Run 1, power grid:
Scale bar: 50 um. Pins as bars on the die edge.
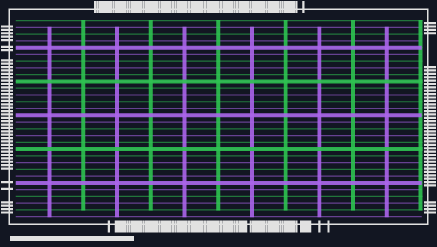
Run 1, cell classes on the final placement:
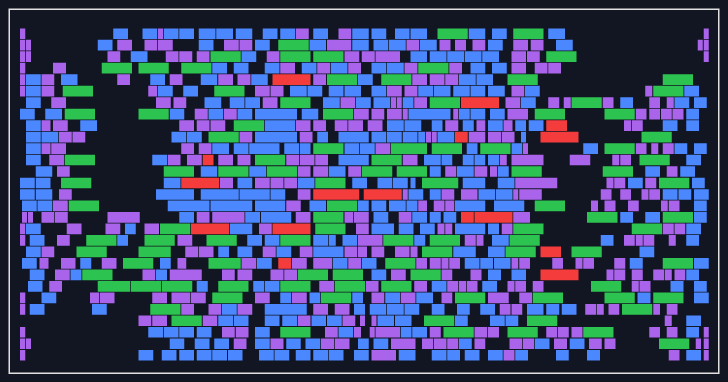
Run 1, clock network drawn from the DEF:
Scale bar: 50 um.
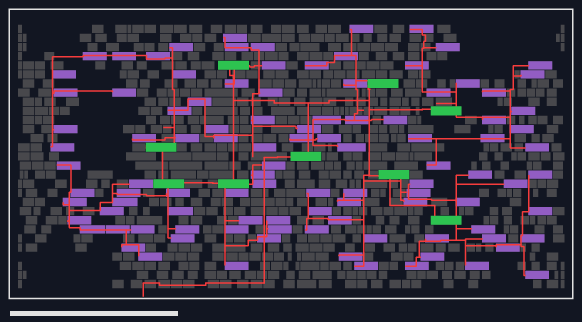
Run 1, signal wires by layer:
Scale bar: 50 um.
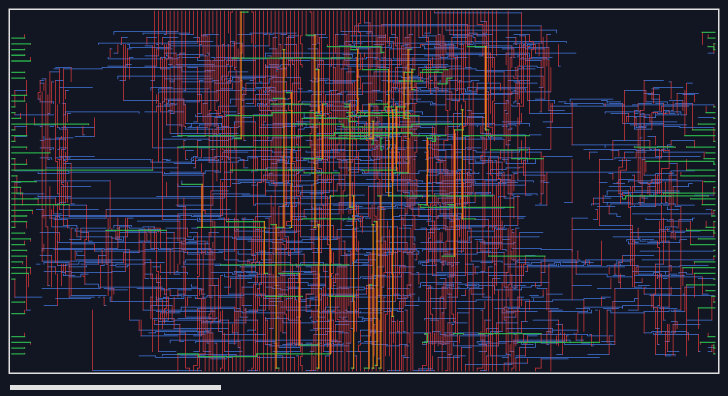
--- config.mk ---
export PLATFORM = sky130hd
export DESIGN_NAME = arbitro_memoria_dados
export DESIGN_NICKNAME = d
export VERILOG_FILES = /design/src/rtl/memoria_dados_pkg.sv /design/src/rtl/arbitro_rr2.sv /design/src/rtl/arbitro_memoria_dados.sv
export SDC_FILE = /design/constraint.sdc
export NUM_CORES = 1
export LEC_CHECK = 0
export CAP_MARGIN = 5
export CORE_ASPECT_RATIO = 0.5
export CORE_MARGIN = 2
export CORE_UTILIZATION = 35
export DETAILED_ROUTE_END_ITERATION = 6
export PLACE_DENSITY = 0.76
export RECOVER_POWER = 50
export SLEW_MARGIN = 10
export SYNTH_ARGS = -nofsm -noshare
export SYNTH_HDL_FRONTEND = slang
export SYNTH_SLANG_ARGS = --single-unit
--- constraint.sdc ---
create_clock -name clock -period 1.7 [get_ports clock]
set_clock_uncertainty 0.1 [all_clocks]
set_input_delay 0.34 -clock clock [delete_from_list [all_inputs] [get_ports clock]]
set_output_delay 0.34 -clock clock [all_outputs]
set_load 0.02 [all_outputs]
--- src/rtl/memoria_dados_pkg.sv ---
// Shared types and constants for the data-memory arbiter.
package memoria_dados_pkg;

    typedef enum logic [1:0] {
        OCIOSO   = 2'd0,
        ACESSO   = 2'd1,
        RESPOSTA = 2'd2
    } estado_t;

    localparam int PROFUNDIDADE_PADRAO = 20;

    localparam logic REQ_CPU = 1'b0;
    localparam logic REQ_DMA = 1'b1;

    function automatic logic [1:0] um_quente(input logic idx);
        return idx ? 2'b10 : 2'b01;
    endfunction

endpackage

--- src/rtl/arbitro_rr2.sv ---
// Combinational two-way round-robin picker.
module arbitro_rr2
    import memoria_dados_pkg::*;
(
    input  logic [1:0] req,
    input  logic       ponteiro,
    output logic       valido,
    output logic       vencedor
);

    always_comb begin
        valido   = |req;
        vencedor = REQ_CPU;
        unique case (req)
            2'b01:   vencedor = REQ_CPU;
            2'b10:   vencedor = REQ_DMA;
            2'b11:   vencedor = ponteiro;
            default: vencedor = REQ_CPU;
        endcase
    end

endmodule

--- src/rtl/arbitro_memoria_dados.sv ---
// Round-robin arbiter and single-access sequencer for the data memory.
module arbitro_memoria_dados
    import memoria_dados_pkg::*;
#(
    parameter int PROFUNDIDADE = PROFUNDIDADE_PADRAO,
    parameter int LARGURA      = 32
) (
    input  logic                 clock,
    input  logic                 reset,
    input  logic [1:0]           Req,
    input  logic [1:0]           Escrita,
    input  logic [2*LARGURA-1:0] Endereco,
    input  logic [2*LARGURA-1:0] DadoEscrita,
    output logic [1:0]           Ack,
    output logic [1:0]           Erro,
    output logic [LARGURA-1:0]   DadoLido,
    output logic [LARGURA-1:0]   MemEndereco,
    output logic [LARGURA-1:0]   MemDadoEscrita,
    output logic                 MemFlagEscrita,
    input  logic [LARGURA-1:0]   MemDadoLeitura
);

    estado_t              estado;
    estado_t              proximo;
    logic                 ponteiro;
    logic                 indice;
    logic                 valido;
    logic                 vencedor;
    logic [1:0]           mascara;
    logic [1:0]           req_efetivo;
    logic                 escrita_lat;
    logic [LARGURA-1:0]   endereco_lat;
    logic [LARGURA-1:0]   dado_lat;
    logic [LARGURA-1:0]   dado_lido_r;
    logic                 fora;

    // The requester just acked still holds Req for one more cycle.
    assign req_efetivo = Req & ~mascara;
    assign fora        = endereco_lat >= LARGURA'(PROFUNDIDADE);
    assign DadoLido    = dado_lido_r;

    arbitro_rr2 u_rr (
        .req      (req_efetivo),
        .ponteiro (ponteiro),
        .valido   (valido),
        .vencedor (vencedor)
    );

    always_comb begin
        proximo = estado;
        unique case (estado)
            OCIOSO:   if (valido) proximo = ACESSO;
            ACESSO:   proximo = RESPOSTA;
            RESPOSTA: proximo = OCIOSO;
            default:  proximo = OCIOSO;
        endcase
    end

    always_comb begin
        MemEndereco    = '0;
        MemDadoEscrita = '0;
        MemFlagEscrita = 1'b0;
        Ack            = '0;
        Erro           = '0;
        if (estado == ACESSO) begin
            MemEndereco    = fora ? '0 : endereco_lat;
            MemDadoEscrita = dado_lat;
            MemFlagEscrita = escrita_lat & ~fora & ~reset;
        end
        if (estado == RESPOSTA) begin
            Ack  = um_quente(indice);
            Erro = fora ? um_quente(indice) : 2'b00;
        end
    end

    always_ff @(posedge clock) begin
        if (reset) begin
            estado       <= OCIOSO;
            ponteiro     <= REQ_CPU;
            indice       <= REQ_CPU;
            mascara      <= '0;
            escrita_lat  <= 1'b0;
            endereco_lat <= '0;
            dado_lat     <= '0;
            dado_lido_r  <= '0;
        end else begin
            estado  <= proximo;
            mascara <= (estado == RESPOSTA) ? Ack : 2'b00;
            if (estado == OCIOSO && valido) begin
                indice       <= vencedor;
                ponteiro     <= ~vencedor;
                escrita_lat  <= Escrita[vencedor];
                endereco_lat <= vencedor ? Endereco[2*LARGURA-1:LARGURA]
                                         : Endereco[LARGURA-1:0];
                dado_lat     <= vencedor ? DadoEscrita[2*LARGURA-1:LARGURA]
                                         : DadoEscrita[LARGURA-1:0];
            end
            if (estado == ACESSO)
                dado_lido_r <= fora ? '0 : MemDadoLeitura;
        end
    end

endmodule

==> results.py, run 1 <==
# Physical implementation metrics
metrics = {
    "yosys": {
        "flop_cell": "dfxtp_1",
        "yosysTopAreaCellShare": 0.440,
        "yosys.area.top_type": "dfxtp_1",
        "ys_cells": 481,
        "yosys_area_um2": 4690,
        "yosys_warnings": 0,
        "common_cells": "103 x dfxtp_1, 98 x and2_1, 65 x a221o_1, 65 x nand3b_1, 32 x o21ai_1",
        "post_synth_instance_area_um2": 4690,
        "avgSynthCellArea_um2": 9.75,
        "synthCells": 481,
        "yosysMostFrequentCell": "dfxtp_1",
        "ys.flops": 103,
        "synth_seq_share": 0.440,
        "yosysUniqueCellTypes": 28,
    },
    "global_route": {
        "antenna_found_initial": 1,
        "grt_remaining_overflow": 0,
        "grt_max_degree": 49,
        "grt_pass1_vias": 4976,
    },
    "die": {
        "num_rows": 29,
        "fp-utilization": 0.364,
        "fp.dieH_um": 85.9,
        "chipArea_um2": 14400,
    },
    "drt": {
        "ant_nets": 0,
        "first_iter_violations": 345,
        "vias_per_cell": 5.28,
        "drc_errors": 0,
    },
    "timing": {
        "period_minus_slack_ps": 2320,
        "finalSetupTns_ps": -26400,
        "grt_setup_unrepaired": "yes",
        "slew_violations": 0,
        "worst_slack_ps": -616,
        "fmax_mhz": 432,
        "fin_hold_ws_ps": 373,
        "finalSetupViolCount": 139,
    },
    "job": {
        "warnings": 29,
        "drv_cap": 0,
    },
    "critical_path": {
        "reg2reg_to": "dado_lat[30]$_SDFFE_PP0P_",
        "cp-start-kind": "register",
        "rr_startpoint": "estado[0]$_SDFFE_PP0P_",
        "endpoint": "MemEndereco[4]",
        "cp_num_buf_inv": 2,
        "cp.required_ps": 1260,
        "critPathTopFamily": "simple AND/OR/NAND/NOR gates",
        "reg2reg_depth": 9,
        "cp_slowest_stage_delay_ps": 340,
        "cp-startpoint": "endereco_lat[11]$_SDFFE_PP0P_",
        "slowest_stage": "dfxtp_2",
        "worstPathArrival_ps": 1880,
        "rrSetupSlack_ps": -220,
        "criticalPathCategory": "reg -> out",
        "worstPathMaxFanout": 6,
    },
    "layout": {
        "mostFrequentLayoutCell": "clkdlybuf4s50_1",
        "final_cells": 949,
        "layout-drive-gt1-share": 0.350,
        "final_area_um2": 8780,
        "lay_top_cells": "164 x clkdlybuf4s50_1, 98 x dfxtp_1, 91 x and2_4",
        "nets": 939,
    },
    "pwr": {
        "ir_drop_mv": 0.543,
        "switchingPower_mw": 1.83,
        "combPwrFrac": 0.268,
        "switching_share": 0.271,
        "top_power_group": "sequential cells",
        "p_seq_mw": 2.73,
        "finalPower_mw": 6.75,
    },
    "placed_design": {
        "place_inst": 889,
        "placed_area_um2": 7460,
        "numPortBuffers": 239,
        "dpl.hpwl_um": 11000,
    },
    "clock_network": {
        "h-tree-depth": 3,
        "clkTransAtPathRegs_ps": 70,
        "cts_made_buffers": 9,
        "cts.path.max_buffers": 2,
        "cts_tree": "yes",
        "cts-hold-fix-buffers": 0,
        "cts_setup_buffers": 27,
        "root_buffer": "clkbuf_16",
    },
    "outcome": {
        "failed_checks": "negative setup slack",
        "status": "finished, violations left",
    },
    "min_path": {
        "min_path_cells": 2,
        "hp-class": "reg -> reg",
        "hold_path_startpoint": "DadoLido[23]$_SDFFE_PP0P_",
    },
}
Notes on 'power grid' above:
[VSS] purple
[VDD] green
signal pins: 267
rows: 29
met4 straps: 12
met5 straps: 5
met1 rails: 30

Notes on 'cell classes on the final placement' above:
[sequential cells] green | cells: 103 | share of their area: 24%
[remaining logic cells] purple | cells: 335 | share of their area: 32%
[clock drivers and dummy loads] red | cells: 16 | share of their area: 3.7%
[remaining buffers and delay cells] blue | cells: 324 | share of their area: 40%

Notes on 'clock network drawn from the DEF' above:
[clock wires] red | length: 1270 um
[flip-flops] purple | count: 103
[clock-net drivers] green | count: 9
routed clock nets: 10
clk_lat worst skew: 350 ps
Clock net power: 2.20 mW

Notes on 'signal wires by layer' above:
[M1] blue | wire length: 7980 um
[M4] orange | wire length: 769 um
[M3] green | wire length: 1080 um
[M2] red | wire length: 9800 um
gr usage total: 0.252
Routed WL per cell: 20.7 um
final WL: 19600 um
vias: 5011

-- run 1: final cells by class --
cell class	count	area (um2)
diodes	1	2.50
inverters	6	22.5
repair buffers	324	3440
well taps	170	213
flip-flops and latches	103	2070
fillers	929	4100
clock buffers	11	253
clock inverters	5	63.8
multi-input cells	329	2720
-- run 1: per-layer routing --
layer	track usage	wire length, um	vias to the layer above
met5	0	0	-
met2	0.439	9800	233
met1	0.297	7980	2443
met4	0.132	768	0
li1	-	-	2270
met3	0.0540	1080	65
-- run 1: cells by family (layout without fill, tap and decap cells) --
family	after synthesis	count (layout)	share of synthesized area
buffers and inverters	76	346	0.0960
AND/OR/NAND/NOR	197	198	0.276
other	1	28	0.000799
AND-OR/OR-AND	104	104	0.187
flip-flops	103	103	0.440
==> run 2, diff against run 1 <==
--- a/config.mk
+++ b/config.mk
@@ -5,7 +5,7 @@
 export SDC_FILE = /design/constraint.sdc
 export NUM_CORES = 1
 export LEC_CHECK = 0
-export CAP_MARGIN = 5
+export CAP_MARGIN = 40
 export CORE_ASPECT_RATIO = 0.5
 export CORE_MARGIN = 2
 export CORE_UTILIZATION = 35
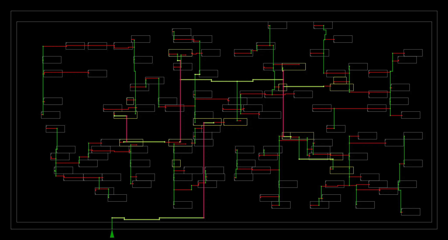
Run 2: clock nets
seq_cells: 103
cts bufs inserted: 9
Layout clock buffers: 11
clk sinks: 103

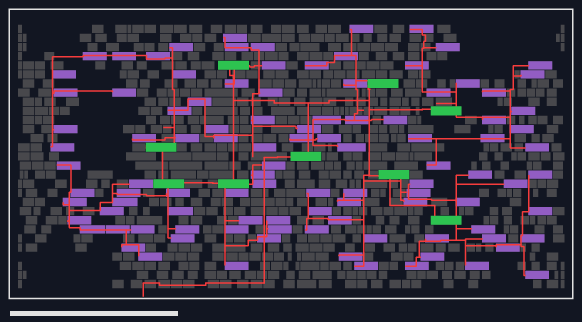
Run 2: clock network drawn from the DEF
Scale bar: 50 um.
[clock wires] red | length: 1270 um
[clock-net drivers] green | count: 9
[flip-flops] purple | count: 103
routed clock nets: 10

==> run 2 against run 1 <==
Net effect:
- the run still ends with negative setup slack left
- sequential power barely moved
- die size did not move
- combinational power barely moved
- routed wire length did not move
- worst hold slack did not move
- first-iteration DRC count did not move
- fmax did not move
- critical path depth did not move
- critical endpoint unchanged
- largest cell class unchanged
- largest power group unchanged
==> results.py, run 2 <==
# Physical implementation metrics
metrics = {
    "clock_network": {
        "cts_resized": 388,
        "cts.path.max_buffers": 2,
        "cts_setup_buffers": 27,
        "root_buffer": "clkbuf_16",
        "clkLatencyLatePin_ps": 350,
        "clkTransAtPathRegs_ps": 70,
        "h-tree-depth": 3,
        "cts-hold-fix-buffers": 0,
        "cts_tree": "yes",
    },
    "layout": {
        "num-fill-cells": 929,
        "layout-drive-gt1-share": 0.350,
        "nets": 939,
        "mostFrequentLayoutCell": "clkdlybuf4s50_1",
        "synthToLayoutAreaGrowth_pct": 87.3,
        "lay_top_cells": "164 x clkdlybuf4s50_1, 98 x dfxtp_1, 91 x and2_4",
        "final_cells": 949,
    },
    "yosys": {
        "adder_share": 0,
        "top_cells_by_area": "dfxtp_1 44%, a221o_1 14%, and2_1 13%",
        "synth-async-reset-ratio": 0,
        "common_cells": "103 x dfxtp_1, 98 x and2_1, 65 x a221o_1, 65 x nand3b_1, 32 x o21ai_1",
        "yosys.area.top_type": "dfxtp_1",
        "top_logic_kind": "simple AND/OR/NAND/NOR gates",
        "yosys_warnings": 0,
        "yosysMostFrequentCell": "dfxtp_1",
        "ys_sh_simple": 0.276,
        "synth_seq_share": 0.440,
        "yosys_area_um2": 4690,
        "post_synth_instance_area_um2": 4690,
        "ys_sh_aoi": 0.187,
        "ys_sh_mux": 0,
        "avgSynthCellArea_um2": 9.75,
        "ys.flops": 103,
        "ys_cells": 481,
        "xor_share": 0,
        "yosysTopAreaCellShare": 0.440,
        "synthCells": 481,
        "flop_cell": "dfxtp_1",
        "edf_count": 0,
        "yosysUniqueCellTypes": 28,
    },
    "global_route": {
        "met3_usage": 0.0540,
        "grt_usage": 0.252,
        "busiest_layer": "met2",
        "grt_max_degree": 49,
        "antenna_found_initial": 1,
        "grt_pass1_vias": 4976,
        "grt_pass1_wl_um": 27600,
        "use_met1": 0.297,
        "grt_remaining_overflow": 0,
        "grt.met2_usage": 0.439,
    },
    "placed_design": {
        "placed_area_um2": 7460,
        "place.gp.congestion": 0.824,
        "dpl.hpwl_um": 11000,
        "numPortBuffers": 239,
        "place_inst": 889,
        "place_ws_ps": -916,
    },
    "critical_path": {
        "cp.depth": 6,
        "cp_slowest_stage_delay_ps": 340,
        "worstSetupEndpointType": "primary output",
        "slowest_stage": "dfxtp_2",
        "cp_num_buf_inv": 2,
        "rr_startpoint": "estado[0]$_SDFFE_PP0P_",
        "criticalPathCategory": "reg -> out",
        "critPathTopFamily": "simple AND/OR/NAND/NOR gates",
        "cp.required_ps": 1260,
        "worstPathArrival_ps": 1880,
        "worstPathMaxFanout": 6,
        "endpoint": "MemEndereco[4]",
        "cp-start-kind": "register",
        "reg2reg_to": "dado_lat[30]$_SDFFE_PP0P_",
        "cp_cell_sequence": "nor4_4, nand4_1, or2_4, buf_8, nor3_4, buf_6",
        "reg2reg_depth": 9,
        "rrSetupSlack_ps": -220,
        "cp-startpoint": "endereco_lat[11]$_SDFFE_PP0P_",
    },
    "timing": {
        "finalSetupTns_ps": -26400,
        "hold_viol": 0,
        "fin_hold_ws_ps": 373,
        "worst_slack_ps": -616,
        "slew_violations": 0,
        "finalSetupViolCount": 139,
        "fmax_mhz": 432,
        "period_minus_slack_ps": 2320,
        "finalCritPeriodShare": 1.36,
        "grt_setup_unrepaired": "yes",
    },
    "drt": {
        "drt-pass1-iter-count": 5,
        "wl_met3_um": 1080,
        "dr_wl_met2_um": 9800,
        "highest_layer": "met4",
        "first_iter_violations": 345,
        "vias_per_cell": 5.28,
        "drt-met1-wl_um": 7980,
        "ant_nets": 0,
        "drc_errors": 0,
        "wirelength_um": 19600,
        "dr_total_vias": 5011,
        "wl_per_cell_um": 20.7,
    },
    "min_path": {
        "hp-class": "reg -> reg",
        "hold_path_startpoint": "DadoLido[23]$_SDFFE_PP0P_",
        "min_to": "DadoLido[23]$_SDFFE_PP0P_",
        "min_path_cells": 2,
    },
    "pwr": {
        "p_leak_nw": 3.73,
        "ir_drop_mv": 0.543,
        "power.density_nw_per_um2": 768,
        "internal_power_mw": 4.91,
        "switching_share": 0.271,
        "switchingPower_mw": 1.83,
        "p_seq_frac": 0.405,
        "combPwrFrac": 0.268,
        "finalPower_mw": 6.75,
        "clkPwrFrac": 0.327,
    },
    "die": {
        "die_w_um": 168,
        "chipArea_um2": 14400,
        "fp-utilization": 0.364,
        "num_rows": 29,
        "fp.dieH_um": 85.9,
        "coreArea_um2": 12900,
        "pin_count": 267,
    },
    "job": {
        "warnings": 29,
        "drv_cap": 0,
    },
    "outcome": {
        "failed_checks": "negative setup slack",
        "status": "finished, violations left",
    },
}
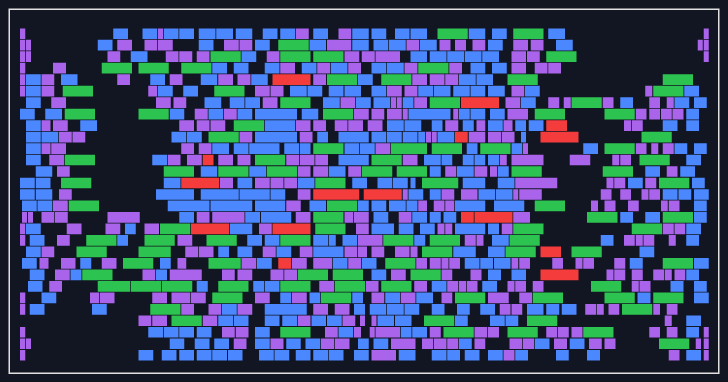
Run 2: cell classes on the final placement
[remaining logic cells] purple | cells: 335 | share of their area: 32%
[sequential cells] green | cells: 103 | share of their area: 24%
[remaining buffers and delay cells] blue | cells: 324 | share of their area: 40%
[clock drivers and dummy loads] red | cells: 16 | share of their area: 3.7%
sequential share of cell area: 0.236
post-route cell area: 8780 um2
Finished Core Util: 0.682

-- run 2: cell counts after synthesis --
No cell type changed its count.
-- run 2: area by class of cell --
| cell class | instances | area [um2] | share of cell area |
|---|---|---|---|
| sequential | 103 | 2070 | 0.236 |
| clock buffer | 11 | 253 | 0.0288 |
| antenna | 1 | 2.50 | 0.000285 |
| tap | 170 | 213 | 0.0242 |
| multi-input combinational | 329 | 2720 | 0.310 |
| inverter | 6 | 22.5 | 0.00256 |
| timing repair buffer | 324 | 3440 | 0.391 |
| clock inverter | 5 | 63.8 | 0.00726 |
-- run 2: power by group through the flow --
stage                     registers, mW  logic, mW  clock network (mW)
after floorplan                    2.72      0.664                   0
after global routing               2.75       1.89                2.33
after global placement             2.73       1.31                   0
after detailed placement           2.74       1.33                   0
final                              2.73       1.81                2.20
after CTS                          2.70       1.71                2.21
Power is estimated from default activity; no workload was simulated.
